==> config.mk <==
export PLATFORM = sky130hd
export DESIGN_NAME = notch_coeff_loader
export DESIGN_NICKNAME = d
export VERILOG_FILES = /design/src/rtl/notch_coeff_loader.sv
export SDC_FILE = /design/constraint.sdc
export NUM_CORES = 1
export LEC_CHECK = 0
export ABC_AREA = 1
export CORE_ASPECT_RATIO = 1.25
export CORE_MARGIN = 2
export CORE_UTILIZATION = 30
export DETAILED_ROUTE_END_ITERATION = 8
export GPL_TIMING_DRIVEN = 0
export PLACE_DENSITY = 0.56
export SYNTH_ARGS = -nofsm -noshare
export SYNTH_HDL_FRONTEND = slang
export SYNTH_SLANG_ARGS = --single-unit
==> constraint.sdc <==
create_clock -name CLK -period 8.93 [get_ports CLK]
set_input_delay 2.2325 -clock CLK [delete_from_list [all_inputs] [get_ports CLK]]
set_output_delay 2.2325 -clock CLK [all_outputs]
set_load 0.02 [all_outputs]
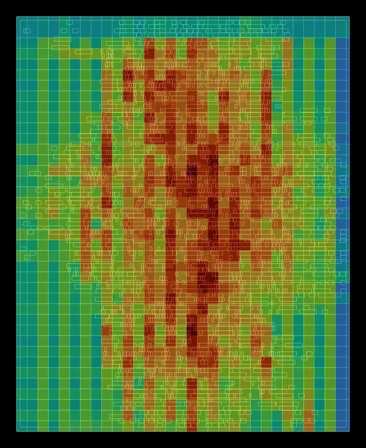
(run_1/congestion_map.png)
met3 GRT Util: 0.0287
grt met1 use: 0.235
post-DR wirelength/cell: 22.4 µm
met2 track demand over resource: 0.342
Layout Utilization: 0.385

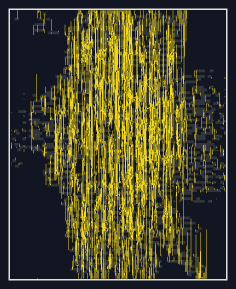
(run_1/m2.png)
Scale: 1 px per µm. Cells faint in the background.
nets with wire on the layer: 1548
main direction: vertical
drt total wl: 57700 µm
detailed-route via count: 12117

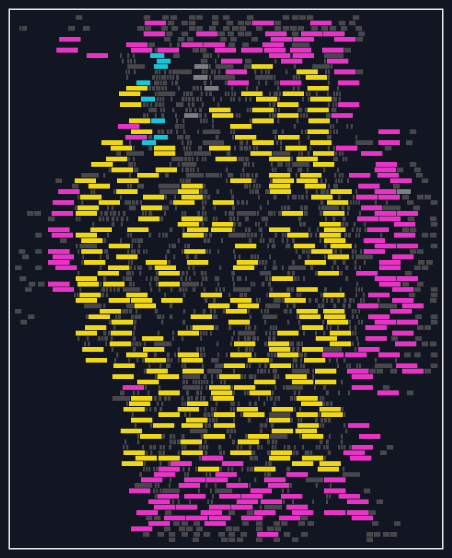
(run_1/ff_map.png)
Scale: 2 px per µm. Other sequential cells in the stronger grey, the rest of the logic in the fainter grey.
| colour | signal | placed flops |
|---|---|---|
| magenta | `active_r` | 160 |
| cyan | `ccount_r` | 8 |
| yellow | `shadow_r` | 232 |
fraction of standard cell area that is sequential: 0.559
power dissipated in sequential cells: 2150 µW

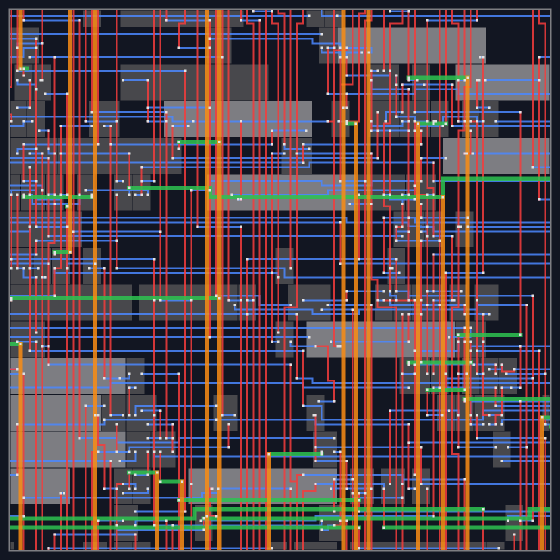
(run_1/closeup.png)
Window x 88 to 128, y 168 to 208 µm. Cells in grey, sequential cells in the stronger grey; small squares are vias.
| colour | layer |
|---|---|
| red | M2 |
| green | M3 |
| blue | M1 |
| orange | M4 |
sequential cells in the window: 10
most frequent: inv_1 (15), nand2_1 (14), edfxtp_1 (10)
cells with their middle in the window: 85

==> run notes, run 1 <==
Flow results follow.

The kind of critical path is in2out. The HPWL after detailed placement is 42800 µm. As reported, the later end of the worst-skew pair has a clock insertion delay of ~0.56 ns. The net count of the finished layout is 1824. After detailed placement, the design holds a cell count of 2495. The slowest stage of the critical path belongs to the cell nor2_1.

The cell-mix breakdown from Yosys lists the simple-gate area share as 0.139. Setup total negative slack on the finished layout was measured at 0 ns. The worst-case IR drop observed on VDD is 0.000118 V. During placement, the flow inserted port buffers numbering 204. The largest non-sequential cell family by area is simple AND/OR/NAND/NOR gates. In this run the critical path is formed by clkdlybuf4s50_1 -> buf_2 -> nor2_1 -> clkbuf_1 -> o211ai_1 -> nand4_1 -> nand2_1 -> nor2_1 -> clkdlybuf4s50_1. Counting the buffers created by CTS gives 41. Measured along the x axis, the die boundary spans approximately 220 µm. CTS built an H-tree with a depth of 2.

Warnings raised by the tools during the run amount to 26. Among logic cells in the layout, the one with the most instances is edfxtp_1. Among all stages on the critical path, the maximum delay recorded is 0.67 ns. The path length in cells of the critical path is 9. The net switching power in the latest report is 967 µW. The fraction of registers with async set/reset is 0. In the final layout, the fill cell count is 5494. After layout, the minimum clock period comes to 8.15 ns.

Detailed-route iteration 0 reported a violation count of 1044. For this run, the register share of the synthesized area comes to 0.714. Setup repair after global routing left no endpoint under its margin. Summing all non-filler instances in the final layout gives an area of 0.0215 mm². The standard cell core area is 0.0558 mm². The register share of total power is 0.515. The clock sink count is 405. The run finished with clean final reports. From bottom edge to top edge, the die measures approximately 270 µm. Averaged over all synthesized cells, the footprint is ~11 µm². The final power report lists total power as 4170 µW.

The kind of path behind the tightest hold check is reg2reg. The cell count listed in synth_stat.txt is 1475. Looking at the max-slew report, the worst-margin pin has a slew of 1.27 ns. During I/O placement, the number of pins put on the boundary was approximately 210. Counting flops and latches in the post-synthesis netlist gives 405. The post-layout period usage of the worst path is 0.913. The post-synthesis compound-gate area fraction is 0.0803. The chip area from the yosys synthesis statistics is ~0.017 mm².

Per the detail_route report, DRC violations left total 0. The buffer cell driving the clock tree root is clkbuf_16. The cell row count is between 90 and 100. The starting density of the core is 0.302.

The first-pass GRT wire length is 82000 µm.
[run 1: metal layers]
metal  track usage  up-vias  wire length, µm
li1              -     5553                -
met1         0.235     5936            22200
met2         0.342      489            28800
met3        0.0287      137             3390
met4         0.107        2             3240
met5             0        -               10
[run 1: layout make-up]
| cell class | count | area [µm²] | share of cell area |
|---|---|---|---|
| multi-input combinational | 857 | 4000 | 0.186 |
| clock buffer | 49 | 1100 | 0.0510 |
| sequential | 405 | 12000 | 0.559 |
| tap | 742 | 928 | 0.0431 |
| inverter | 210 | 788 | 0.0366 |
| buffer | 74 | 310 | 0.0144 |
| timing repair buffer | 207 | 2120 | 0.0987 |
| clock inverter | 26 | 240 | 0.0112 |
==> run_1/gates.png <==
Scale: 2 px per µm.
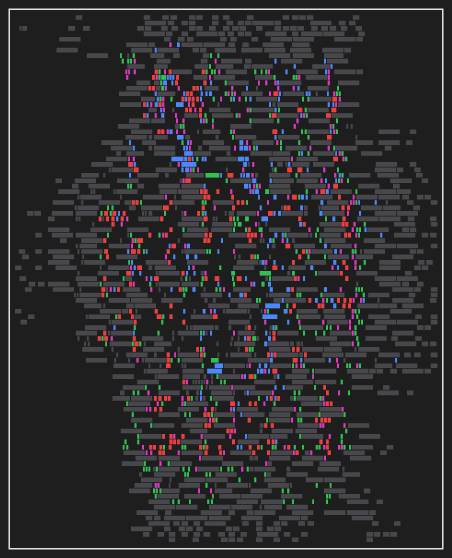

==> run 2: changes to the inputs <==
CORE_UTILIZATION = 35   (was 30)
PLACE_DENSITY = 0.63   (was 0.56)
SKIP_CTS_REPAIR_TIMING = 1   (was not set)
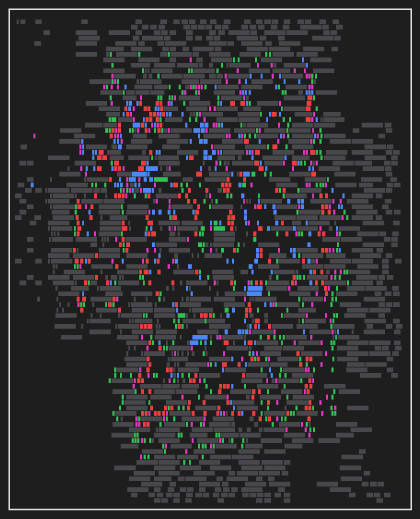
(run_2/gates.png)
Scale: 2 px per µm.
| colour | family | cells | most used |
|---|---|---|---|
| green | nor cells | 309 | nor2_1 |
| red | aoi and oai cells | 238 | o21ai_0 |
| magenta | inv cells | 210 | inv_1 |
| blue | nand cells | 207 | nand2_1 |
proportion of cell area occupied by multi-input gates: 0.187
most instantiated logic cell after routing: edfxtp_1

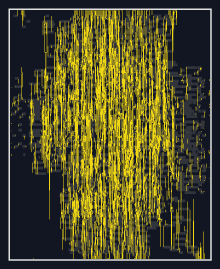
(run_2/m2.png)
Scale: 1 px per µm. Cells faint in the background.
main direction: vertical
nets with wire on the layer: 1540
detailed-route via count: 12178
drt total wl: 55400 µm
met2 track demand over resource: 0.377

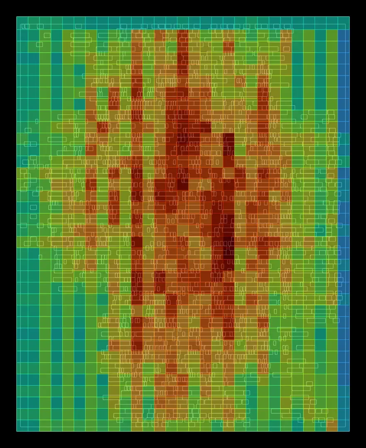
(run_2/congestion_map.png)
met3 GRT Util: 0.0289
Top Usage Layer GRT: met2
post-DR wirelength/cell: 22.5 µm
global router's overall resource usage: 0.216
Layout Utilization: 0.451

==> run 2 against run 1 <==
  * Hold slack improved by 0.0083 ns
  * Critical endpoint is now PRDATA[9]
  * Die area is 14% lower
  * Critical path depth stayed put
  * Largest cell class unchanged
  * Clock power about the same
  * First-iteration DRC count grew 21%
  * Clock skew shrank 0.0044 ns
  * Register-to-register slack worse by 0.08 ns
  * Flip-flop count is the same
  * Final area down 0.74%
  * Maximum frequency grew 0.73%
==> run notes, run 2 <==
Flow results follow.

The peak supply drop is 0.000120 V (+1.9%). The number of nets in the layout came to 1822 (-0.11%). The number of logic inverters in the finished layout came to 210 (unchanged).

The first-pass GRT wire length is 78600 µm (-4.1%). The transition time at the pin with the least slew margin is 1.41 ns (+0.141 ns). The clock sink count came to 405 (unchanged).

The share of final layout cell area taken by non-clock buffers is 0.113 (+0.000263). The largest individual stage delay along the critical path comes from the cell clkdlybuf4s50_1. The share of synthesized area occupied by flip-flops and latches was 0.714 (unchanged). The delay of the slowest cell on the worst path is 0.66 ns (about the same).

The post-synthesis average cell area is 11.4 µm² (unchanged). The chip area from the yosys synthesis statistics came to 0.0168 mm² (unchanged). The run finished with clean final reports. The post-route cell area is 0.0214 mm² (-0.74%). The number of H-tree levels is 2 (unchanged). The register area is 0.0120 mm² (unchanged). The fraction of registers with async set/reset is 0 (unchanged). The number of signal-net buffers in the layout came to 281 (unchanged).

The clock latency on the worst-skew pair was 0.55 ns (about the same). The starting density of the core came to 0.356 (+0.0542). The setup TNS is 0 ns (unchanged). The standard cell core area is 0.0473 mm² (-15%). The final routed DRC violation total was 0 (unchanged). The number of input and output port buffers inserted is 204 (unchanged).
==> run 2: netlist changes by cell type in the layout (fill, tap and decap cells not counted), moves of 2 or more <==
cell        delta
clkinv_1       -5
clkbuf_16      -2
clkinv_2       +3
clkinvlp_4     -2
bufinv_16      +2
==> run 2: metrics by stage <==
step | cells | hold slack (ns)
floorplan | 1546 | 0.439
finish | 2460 | 0.474
CTS | 2459 | 0.474
global route | 2460 | 0.500
detailed placement | 2390 | 0.462
global placement | 2387 | 0.454
==> run 2: where the power goes <==
group / switching [µW] / internal [µW]
Sequential: 20.5 / 2130
Clock: 721 / 1020
Combinational: 198 / 78.2
==> run 2: layer usage <==
layer,vias up,wire [µm],GRT usage
li1,5552,-,-
met1,5944,21200,0.265
met2,567,27600,0.377
met3,115,3700,0.0289
met4,0,2840,0.103
met5,-,0,0
No activity file was given, so power comes from the tool's default toggle rates.
